### src/rtl/dram_loader.sv
// Streams one image of pixel bytes into data RAM, then checks a trailing
// modulo-256 checksum byte and starts the downsampling processor on a match.
module dram_loader #(
  parameter int ADDR_W    = 19,
  parameter int IMG_BYTES = 65536,
  parameter int BASE_ADDR = 0
) (
  input  logic              clk,
  input  logic              power_ON,
  input  logic              load_req,
  input  logic              in_valid,
  input  logic [7:0]        in_data,
  output logic              in_ready,
  output logic              dRamWrEn,
  output logic [ADDR_W-1:0] dRamWrAddr,
  output logic [7:0]        dRamWrData,
  output logic              load_done,
  output logic              load_err,
  output logic              proc_start
);

  // state | meaning
  // IDLE  | waiting for the first load_req after reset
  // LOAD  | accepting pixel bytes and writing them to RAM
  // CHECK | accepting the checksum byte (not written)
  // DONE  | checksum matched; load_done held, proc_start pulsed on entry
  // ERR   | checksum mismatch; load_err held
  typedef enum logic [2:0] {IDLE, LOAD, CHECK, DONE, ERR} state_t;

  localparam logic [ADDR_W-1:0] BASE_A = ADDR_W'(BASE_ADDR);
  localparam logic [ADDR_W-1:0] LAST   = ADDR_W'(IMG_BYTES - 1);

  state_t            state;
  logic [ADDR_W-1:0] count;
  logic [7:0]        csum;
  logic              xfer;

  // in_ready decodes only the state register, so it never depends on in_valid
  assign in_ready = (state == LOAD) || (state == CHECK);
  assign xfer     = in_valid && in_ready;

  always_ff @(posedge clk) begin
    if (!power_ON) begin
      state      <= IDLE;
      count      <= '0;
      csum       <= '0;
      dRamWrEn   <= 1'b0;
      dRamWrAddr <= '0;
      dRamWrData <= '0;
      load_done  <= 1'b0;
      load_err   <= 1'b0;
      proc_start <= 1'b0;
    end else begin
      dRamWrEn   <= 1'b0;
      proc_start <= 1'b0;
      case (state)
        IDLE: begin
          if (load_req) begin
            count <= '0;
            csum  <= '0;
            state <= LOAD;
          end
        end
        LOAD: begin
          if (xfer) begin
            dRamWrEn   <= 1'b1;
            dRamWrAddr <= BASE_A + count;
            dRamWrData <= in_data;
            csum       <= csum + in_data;
            if (count == LAST) state <= CHECK;
            else               count <= count + ADDR_W'(1);
          end
        end
        CHECK: begin
          if (xfer) begin
            if (in_data == csum) begin
              state      <= DONE;
              load_done  <= 1'b1;
              proc_start <= 1'b1;
            end else begin
              state    <= ERR;
              load_err <= 1'b1;
            end
          end
        end
        DONE, ERR: begin
          if (load_req) begin
            load_done <= 1'b0;
            load_err  <= 1'b0;
            count     <= '0;
            csum      <= '0;
            state     <= LOAD;
          end
        end
        default: state <= IDLE;
      endcase
    end
  end

endmodule

### config.mk
export PLATFORM = sky130hd
export DESIGN_NAME = dram_loader
export DESIGN_NICKNAME = d
export VERILOG_FILES = /design/src/rtl/dram_loader.sv
export SDC_FILE = /design/constraint.sdc
export NUM_CORES = 1
export LEC_CHECK = 0
export CAP_MARGIN = 20
export CORE_ASPECT_RATIO = 0.75
export CORE_UTILIZATION = 47
export CTS_BUF_LIST = sky130_fd_sc_hd__clkbuf_8
export DETAILED_ROUTE_END_ITERATION = 8
export PLACE_DENSITY = 0.7
export SLEW_MARGIN = 20
export SYNTH_ARGS = -nofsm -noshare
export SYNTH_HDL_FRONTEND = slang
export SYNTH_SLANG_ARGS = --single-unit
### constraint.sdc
create_clock -name clk -period 2 [get_ports clk]
set_input_delay 0.2 -clock clk [delete_from_list [all_inputs] [get_ports clk]]
set_output_delay 0.2 -clock clk [all_outputs]
set_load 0.05 [all_outputs]
cell_density.png
Scale: 4 px per um. The die is cut into 9 by 7 equal tiles; dark blue is low, red is high, 0 to 100% covered.
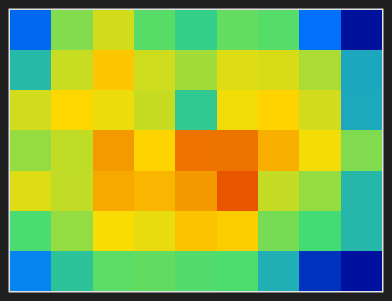
fullest tile	90%
mean over tiles	60%
densest ninth of the die	middle
tiles over 75% full	22%
emptiest ninth of the die	bottom right

placement_by_type.png
Scale: 4 px per um.
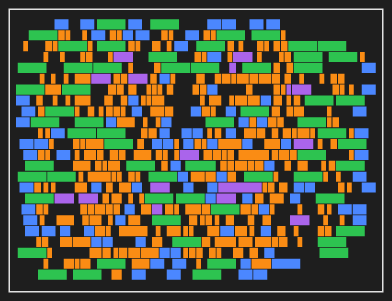
class	color	cells	share of their area
combinational and other logic	orange	287	42%
clock drivers and dummy loads	purple	16	5.4%
flops	green	61	31%
other buffers and delay cells	blue	91	21%

==> impl_metrics.csv <==
group,metric,value,unit
timing,setup_violations,0,
drt,vias,2920,
flow_run,maxCapViolCount,0,
die,io_pins,44,
timing,post-route-period-util,95.44,%
drt,drtAntennaViolNets,0,
synth,synthArstFlopShare,0,%
synth,synth-main-ff-cell,"dfxtp_1",
setup_path,critPathCaptureType,"flop",
die,die-width,92.98,um
placed_design,dp_hpwl,5596,um
power_and_ir_drop,peakVddDrop,0.6127,mV
timing,min_period,1.909,ns
final_layout,nNetsFinal,471,
final_layout,area_growth,36.41,%
clocking,h-tree-depth,3,
setup_path,reg2regPathDepth,6,
drt,drc,0,
worst_hold_path,holdCritStartpoint,"dRamWrAddr[16]",
clocking,cts_tree,"built",
timing,hold_viol,0,
power_and_ir_drop,leakagePower,1.485,nW
drt,vias_per_cell,5.478,
synth,yosys_warnings,0,
status,status,"finished clean",
setup_path,r2r_slack,0.12,ns
synth,synthTopCellsByArea,"dfxtp_1 42%, nand2_1 9.6%, a21oi_1 7.0%",
global_routing,grt_overflow,0,
die,fp_util,49.57,%
synth,yosys_register_bits,61,
die,dieArea,6530,um^2
placed_design,gp_congestion,0.8454,
placed_design,pre_cts_slack,-0.2825,ns
global_routing,grt_max_degree,26,
setup_path,cp_max_fo,5,
synth,syn_inst,364,
drt,first_pass_iters,4,
setup_path,critPathArrivalTime,2.14,ns
clocking,root_buffer,"clkbuf_8",
synth,synth_nets,385,
final_layout,design_area,3980,um^2
final_layout,layout-drive-gt1-share,18.02,%
clocking,hold_buffers,0,
timing,timing.slew.headroom,66.12,%
clocking,numClockSinks,61,
worst_hold_path,hold_end,"dRamWrAddr[16]",
timing,fmax,523.9,MHz
drt,drt_iter0_markers,182,
placement.png
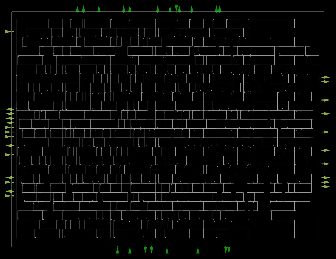
fin cells: 533
core area: 5886 um^2
num rows: 24
fillers: 517
Finished Core Util: 67.62%

[metal layers]
metal,wire length (um),track usage (%)
met2,3437,38.24
met1,3673,32.70
met3,383,7.843
met4,57,6.667
met5,0,0
[kinds of logic (layout without fill, tap and decap cells)]
kind of cell	after synthesis	in the layout	share of synthesized area (%)
simple gates	157	157	24.40
xor+xnor	6	6	1.801
buf+inv	25	116	3.816
mux	6	6	2.273
fa+ha+maj	9	9	4.117
compound gates	100	100	21.74
flops	61	61	41.85
[cell usage after synthesis, types with 3 or more instances]
| master | instances |
|---|---|
| and3_1 | 6 |
| clkbuf_1 | 12 |
| a22oi_1 | 6 |
| o31ai_1 | 3 |
| o41ai_1 | 4 |
| xnor2_1 | 3 |
| o21ai_0 | 22 |
| a21oi_1 | 41 |
| nand2b_1 | 5 |
| nand3_1 | 17 |
| dfxtp_1 | 61 |
| ha_1 | 8 |
| nor2_1 | 25 |
| o21bai_1 | 3 |
| or3_1 | 4 |
| a31oi_1 | 5 |
| nand2_1 | 75 |
| mux2_1 | 3 |
| inv_1 | 9 |
| xor2_1 | 3 |
| nand4_1 | 6 |
| nor3_1 | 8 |
| a41oi_1 | 3 |
[through the flow]
stage	total power, mW	instances
3_5_place_dp	2.682	517
4_1_cts	3.834	533
3_3_place_gp	2.662	517
2_1_floorplan	2.130	364
6_report	3.824	533
5_1_grt	4.014	533
[registers in the layout, summed over array words and instances, names as in the netlist]
signal      count
count          19
csum            8
dRamWrAddr     19
dRamWrData      8
dRamWrEn        1
load_done       1
load_err        1
proc_start      1
state           3
[power breakdown]
group | switching [mW] | internal [mW]
sequential | 0.0587 | 1.28
combinational | 0.804 | 0.539
clock | 0.469 | 0.671
[final cells by class]
cell class	count	area (um^2)
well taps	78	97.59
multi-input cells	278	1614
repair buffers	91	800.8
clock buffers	12	165.2
flip-flops and latches	61	1222
fillers	517	1906
clock inverters	4	46.29
inverters	9	33.78
[how the worst max path moves through the flow]
stage	start	end	slack, ns	cells past startpoint
detailed placement	in_data[1]	csum[7]	-0.28	8
finish	in_data[4]	load_err	0.09	7
floorplan	csum[0]	csum[6]	0.19	8
CTS	csum[1]	csum[7]	0.02	7
global placement	in_data[1]	csum[7]	-0.20	8
global route	in_data[4]	load_err	-0.02	7
[what timing repair did]
action                                 4_1_cts  5_1_grt
endpoints found under the hold margin        0        0
buffers inserted                             0        0
gates resized                                0        6
setup endpoints to repair                    0       16
[worst max-delay path, cell delays in order]
cell             delay [ns]
clkdlybuf4s50_1        0.45
ha_1                   0.38
nor4_1                 0.34
nand3_1                0.18
or3_1                  0.40
a21oi_1                0.14
nor2_1                 0.05
Power figures rest on the tool's default switching activity, not on a simulated workload.
